[src/rtl/pipe_hazard_ctrl.sv]
// pipe_hazard_ctrl
//   Stall/flush sequencer for the 5-stage RISC-V pipeline. It combines
//   load-use hazards, EX-resolved branch mispredicts and data-memory wait
//   states into enable/nop controls for the PC and the stage registers.
//   It also runs a dmem wait watchdog and keeps saturating stall/flush
//   performance counters.
//
// Ports
//   clk_i, rst_i               clock (rising edge), async active-high reset
//   id_rs*_addr_i/_used_i      source registers of the ID instruction
//   ex_rd_addr_i, ex_mem_read_i destination and load flag of the EX instruction
//   ex_br_mispredict_i         EX branch/jump resolved against the prediction
//   dmem_req_i, dmem_ready_i   MEM stage data-memory handshake
//   cnt_clr_i                  synchronous clear of the perf counters
//   pc_en_o, ifid_en_o         PC / IF-ID load enables
//   ifid_nop_o, idex_nop_o     IF-ID flush, ID-EX bubble
//   exmem_en_o, memwb_nop_o    EX-MEM load enable, MEM-WB bubble
//   mem_timeout_o              sticky watchdog flag
//   stall_cnt_o, flush_cnt_o   saturating performance counters
module pipe_hazard_ctrl #(
    parameter int MEM_TIMEOUT = 16,
    parameter int CNT_W       = 32
) (
    input  logic             clk_i,
    input  logic             rst_i,
    input  logic [4:0]       id_rs1_addr_i,
    input  logic [4:0]       id_rs2_addr_i,
    input  logic             id_rs1_used_i,
    input  logic             id_rs2_used_i,
    input  logic [4:0]       ex_rd_addr_i,
    input  logic             ex_mem_read_i,
    input  logic             ex_br_mispredict_i,
    input  logic             dmem_req_i,
    input  logic             dmem_ready_i,
    input  logic             cnt_clr_i,
    output logic             pc_en_o,
    output logic             ifid_en_o,
    output logic             ifid_nop_o,
    output logic             idex_nop_o,
    output logic             exmem_en_o,
    output logic             memwb_nop_o,
    output logic             mem_timeout_o,
    output logic [CNT_W-1:0] stall_cnt_o,
    output logic [CNT_W-1:0] flush_cnt_o
);

    localparam int WC_W = $clog2(MEM_TIMEOUT + 1);

    typedef enum logic [1:0] {RUN, MEM_WAIT, TIMEOUT} state_t;

    state_t            state_q, state_d;
    logic [WC_W-1:0]   wait_cnt_q, wait_cnt_d;
    logic              timeout_q, timeout_d;
    logic [CNT_W-1:0]  stall_cnt_q, stall_cnt_d;
    logic [CNT_W-1:0]  flush_cnt_q, flush_cnt_d;

    logic freeze, flush, load_use, rs1_hit, rs2_hit;

    // Hazard terms. A frozen pipeline holds EX, so a mispredict seen during
    // a freeze is simply re-observed and flushed once the freeze lifts.
    always_comb begin
        freeze   = dmem_req_i & ~dmem_ready_i;
        flush    = ex_br_mispredict_i & ~freeze;
        rs1_hit  = id_rs1_used_i & (id_rs1_addr_i == ex_rd_addr_i);
        rs2_hit  = id_rs2_used_i & (id_rs2_addr_i == ex_rd_addr_i);
        load_use = ex_mem_read_i & (ex_rd_addr_i != 5'd0) & (rs1_hit | rs2_hit)
                   & ~freeze & ~flush;
    end

    always_comb begin
        pc_en_o     = ~freeze & ~load_use;
        ifid_en_o   = ~freeze & ~load_use;
        ifid_nop_o  = flush;
        idex_nop_o  = flush | load_use;
        exmem_en_o  = ~freeze;
        memwb_nop_o = freeze;
    end

    // Watchdog FSM: counts consecutive freeze cycles; the timeout flag only
    // reports, pipeline controls remain driven by freeze alone.
    always_comb begin
        state_d    = state_q;
        wait_cnt_d = wait_cnt_q;
        timeout_d  = timeout_q;
        unique case (state_q)
            RUN: begin
                if (freeze) begin
                    state_d    = MEM_WAIT;
                    wait_cnt_d = WC_W'(1);
                end
            end
            MEM_WAIT: begin
                if (dmem_ready_i || !dmem_req_i) begin
                    state_d    = RUN;
                    wait_cnt_d = '0;
                end else begin
                    wait_cnt_d = wait_cnt_q + WC_W'(1);
                    if (wait_cnt_q + WC_W'(1) == WC_W'(MEM_TIMEOUT)) begin
                        state_d   = TIMEOUT;
                        timeout_d = 1'b1;
                    end
                end
            end
            TIMEOUT: begin
                if (!freeze) begin
                    state_d    = RUN;
                    wait_cnt_d = '0;
                end
            end
            default: begin
                state_d    = RUN;
                wait_cnt_d = '0;
            end
        endcase
    end

    // Saturating counters; clear wins over increment.
    always_comb begin
        stall_cnt_d = stall_cnt_q;
        flush_cnt_d = flush_cnt_q;
        if (cnt_clr_i) begin
            stall_cnt_d = '0;
            flush_cnt_d = '0;
        end else begin
            if (!pc_en_o && stall_cnt_q != '1) stall_cnt_d = stall_cnt_q + CNT_W'(1);
            if (flush && flush_cnt_q != '1)    flush_cnt_d = flush_cnt_q + CNT_W'(1);
        end
    end

    always_ff @(posedge clk_i or posedge rst_i) begin
        if (rst_i) begin
            state_q     <= RUN;
            wait_cnt_q  <= '0;
            timeout_q   <= 1'b0;
            stall_cnt_q <= '0;
            flush_cnt_q <= '0;
        end else begin
            state_q     <= state_d;
            wait_cnt_q  <= wait_cnt_d;
            timeout_q   <= timeout_d;
            stall_cnt_q <= stall_cnt_d;
            flush_cnt_q <= flush_cnt_d;
        end
    end

    assign mem_timeout_o = timeout_q;
    assign stall_cnt_o   = stall_cnt_q;
    assign flush_cnt_o   = flush_cnt_q;

endmodule
[config.mk]
export PLATFORM = sky130hd
export DESIGN_NAME = pipe_hazard_ctrl
export DESIGN_NICKNAME = d
export VERILOG_FILES = /design/src/rtl/pipe_hazard_ctrl.sv
export SDC_FILE = /design/constraint.sdc
export NUM_CORES = 1
export LEC_CHECK = 0
export CAP_MARGIN = 20
export CORE_AREA = 2 2 131 133
export DETAILED_ROUTE_END_ITERATION = 10
export DIE_AREA = 0 0 133 135
export GPL_TIMING_DRIVEN = 1
export PLACE_DENSITY = 0.43
export SYNTH_ARGS = -nofsm -noshare
export SYNTH_HDL_FRONTEND = slang
export SYNTH_SLANG_ARGS = --single-unit
[constraint.sdc]
create_clock -name clk_i -period 2.9 [get_ports clk_i]
set_clock_uncertainty 0.1 [all_clocks]
set_input_delay 0.58 -clock clk_i [delete_from_list [all_inputs] [get_ports clk_i]]
set_output_delay 0.58 -clock clk_i [all_outputs]
set_load 0.005 [all_outputs]
Figure 1. Metal 2.
(2 px per µm) Cells faint in the background.
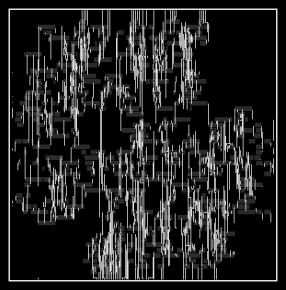
longest straight run	48.6 µm
main direction	vertical
wire length on this layer	5740 µm
share of all routed wire	47%
nets with wire on the layer	511

==> results.sh <==
# yosys + openroad results
export IMPL_worstHoldPathCells=1
export IMPL_status="complete, no violations"
export IMPL_io_pins=95
export IMPL_ys_types=47
export IMPL_dpl_cell_count=778
export IMPL_drv_cap=0
export IMPL_powerDensity_mw_per_mm2=400.8
export IMPL_max_vdd_ir_drop_mv=0.2525
export IMPL_place_congestion=0.7523
export IMPL_tightest_slew_ps=700.5
export IMPL_grt_first_pass_wirelength_um=20420
export IMPL_initCoreUtil=0.2474
export IMPL_die_area_mm2=0.01796
export IMPL_top_cells_by_area="dfrtp_1 44%, xor2_1 5.4%, nor2_1 4.4%, nand3_1 4.2%, xnor2_1 3.7%"
export IMPL_drt_pre_antenna_iters=4
export IMPL_syn_area_mm2=0.004059
export IMPL_p_leak_nw=2.280
export IMPL_yosys_most_used_dff="dfrtp_1"
export IMPL_ant_nets=0
export IMPL_crit_type="in -> out"
export IMPL_yosys_area_share_xor_xnor=0.09063
export IMPL_setup_violations_final=0
Figure 2. Cells by drive strength.
(4 px per µm)
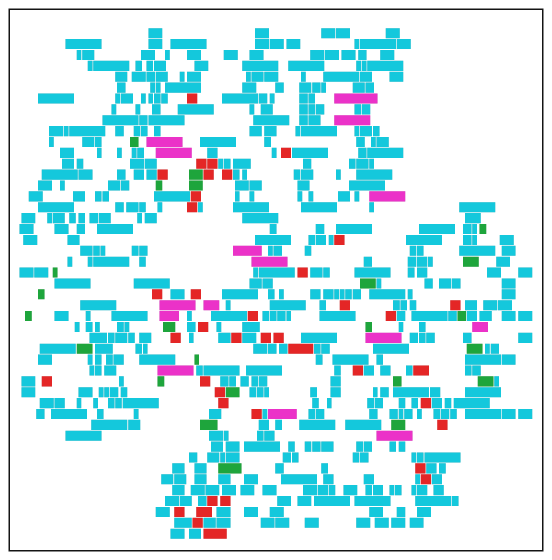
size	color	cells
drive 3 to 4	red	40
drive 2	green	23
drive 1 or less	cyan	498
drive 6 and up	magenta	15
area grow syn2layout: 42.82%
Design Area, Final: 0.005797 mm²
Buffers, non-clock: 133
PnR worst setup slack: 62.38 ps

layout make-up:
type,instances,area (µm²)
clock inverters,4,45.04
clock buffers,11,242.7
inverters,9,33.78
flip-flops and latches,72,1802
fillers,1694,10610
multi-input cells,347,2151
repair buffers,133,1247
well taps,220,275.3
timing repair:
action	CTS	global route
gates resized	21	4
setup buffers	1	2
setup endpoints to repair	3	12
pin swaps	6	4
gates cloned	0	0
flip-flops by register name (all words and copies together) (netlist names):
name           flops
flush_cnt_o       32
stall_cnt_o       32
state_q            2
mem_timeout_o      1
wait_cnt_q         5
report_power, final:
group,switching (W),internal (W),leakage (nW),total [W]
logic,0.000102,0.0000984,1.13,0.000200
registers,0.00000965,0.00101,1.00,0.00102
clock network,0.000421,0.000680,0.145,0.00110
total,0.000532,0.00179,2.28,0.00232
layout by cell type (no fill, tap or decap), types with 13 or more instances in the layout:
master           instances
xor2_1                  25
a21oi_1                 27
nand2_1                 34
o21ai_0                 22
nor2_1                  48
or4_1                   13
or3_1                   16
dfrtp_1                 72
nand3_1                 34
clkdlybuf4s50_1         86
nand4_1                 23
xnor2_1                 16
buf_4                   36
synth_stat cells, types with 2 or more instances:
master    instances
nor4_1            5
nand4_1          23
clkbuf_1         10
or4_1            14
buf_2             5
nor2b_1           7
dfrtp_1          72
nand2_1          34
buf_4             5
inv_1             8
nor2_1           48
or3_1            16
and3_1            9
mux2i_1           3
a21oi_1          28
and4_1            6
o21ai_0          23
xnor2_1          17
and2_1            3
nand4b_1          3
nor3_2            2
o31ai_1          10
or2_2             2
nor3_1            9
xor2_1           25
mux2_2            5
ha_1              4
nand3_1          34
routing by layer:
metal  routed length, µm  vias to the layer above  share of wire
met4                 238                        0          0.020
met3                 443                       16          0.036
met2                5742                       70           0.47
met5                   0                        -              0
met1                5754                     1856           0.47
li1                    -                     1879              -
Power and IR drop assume default switching activity.
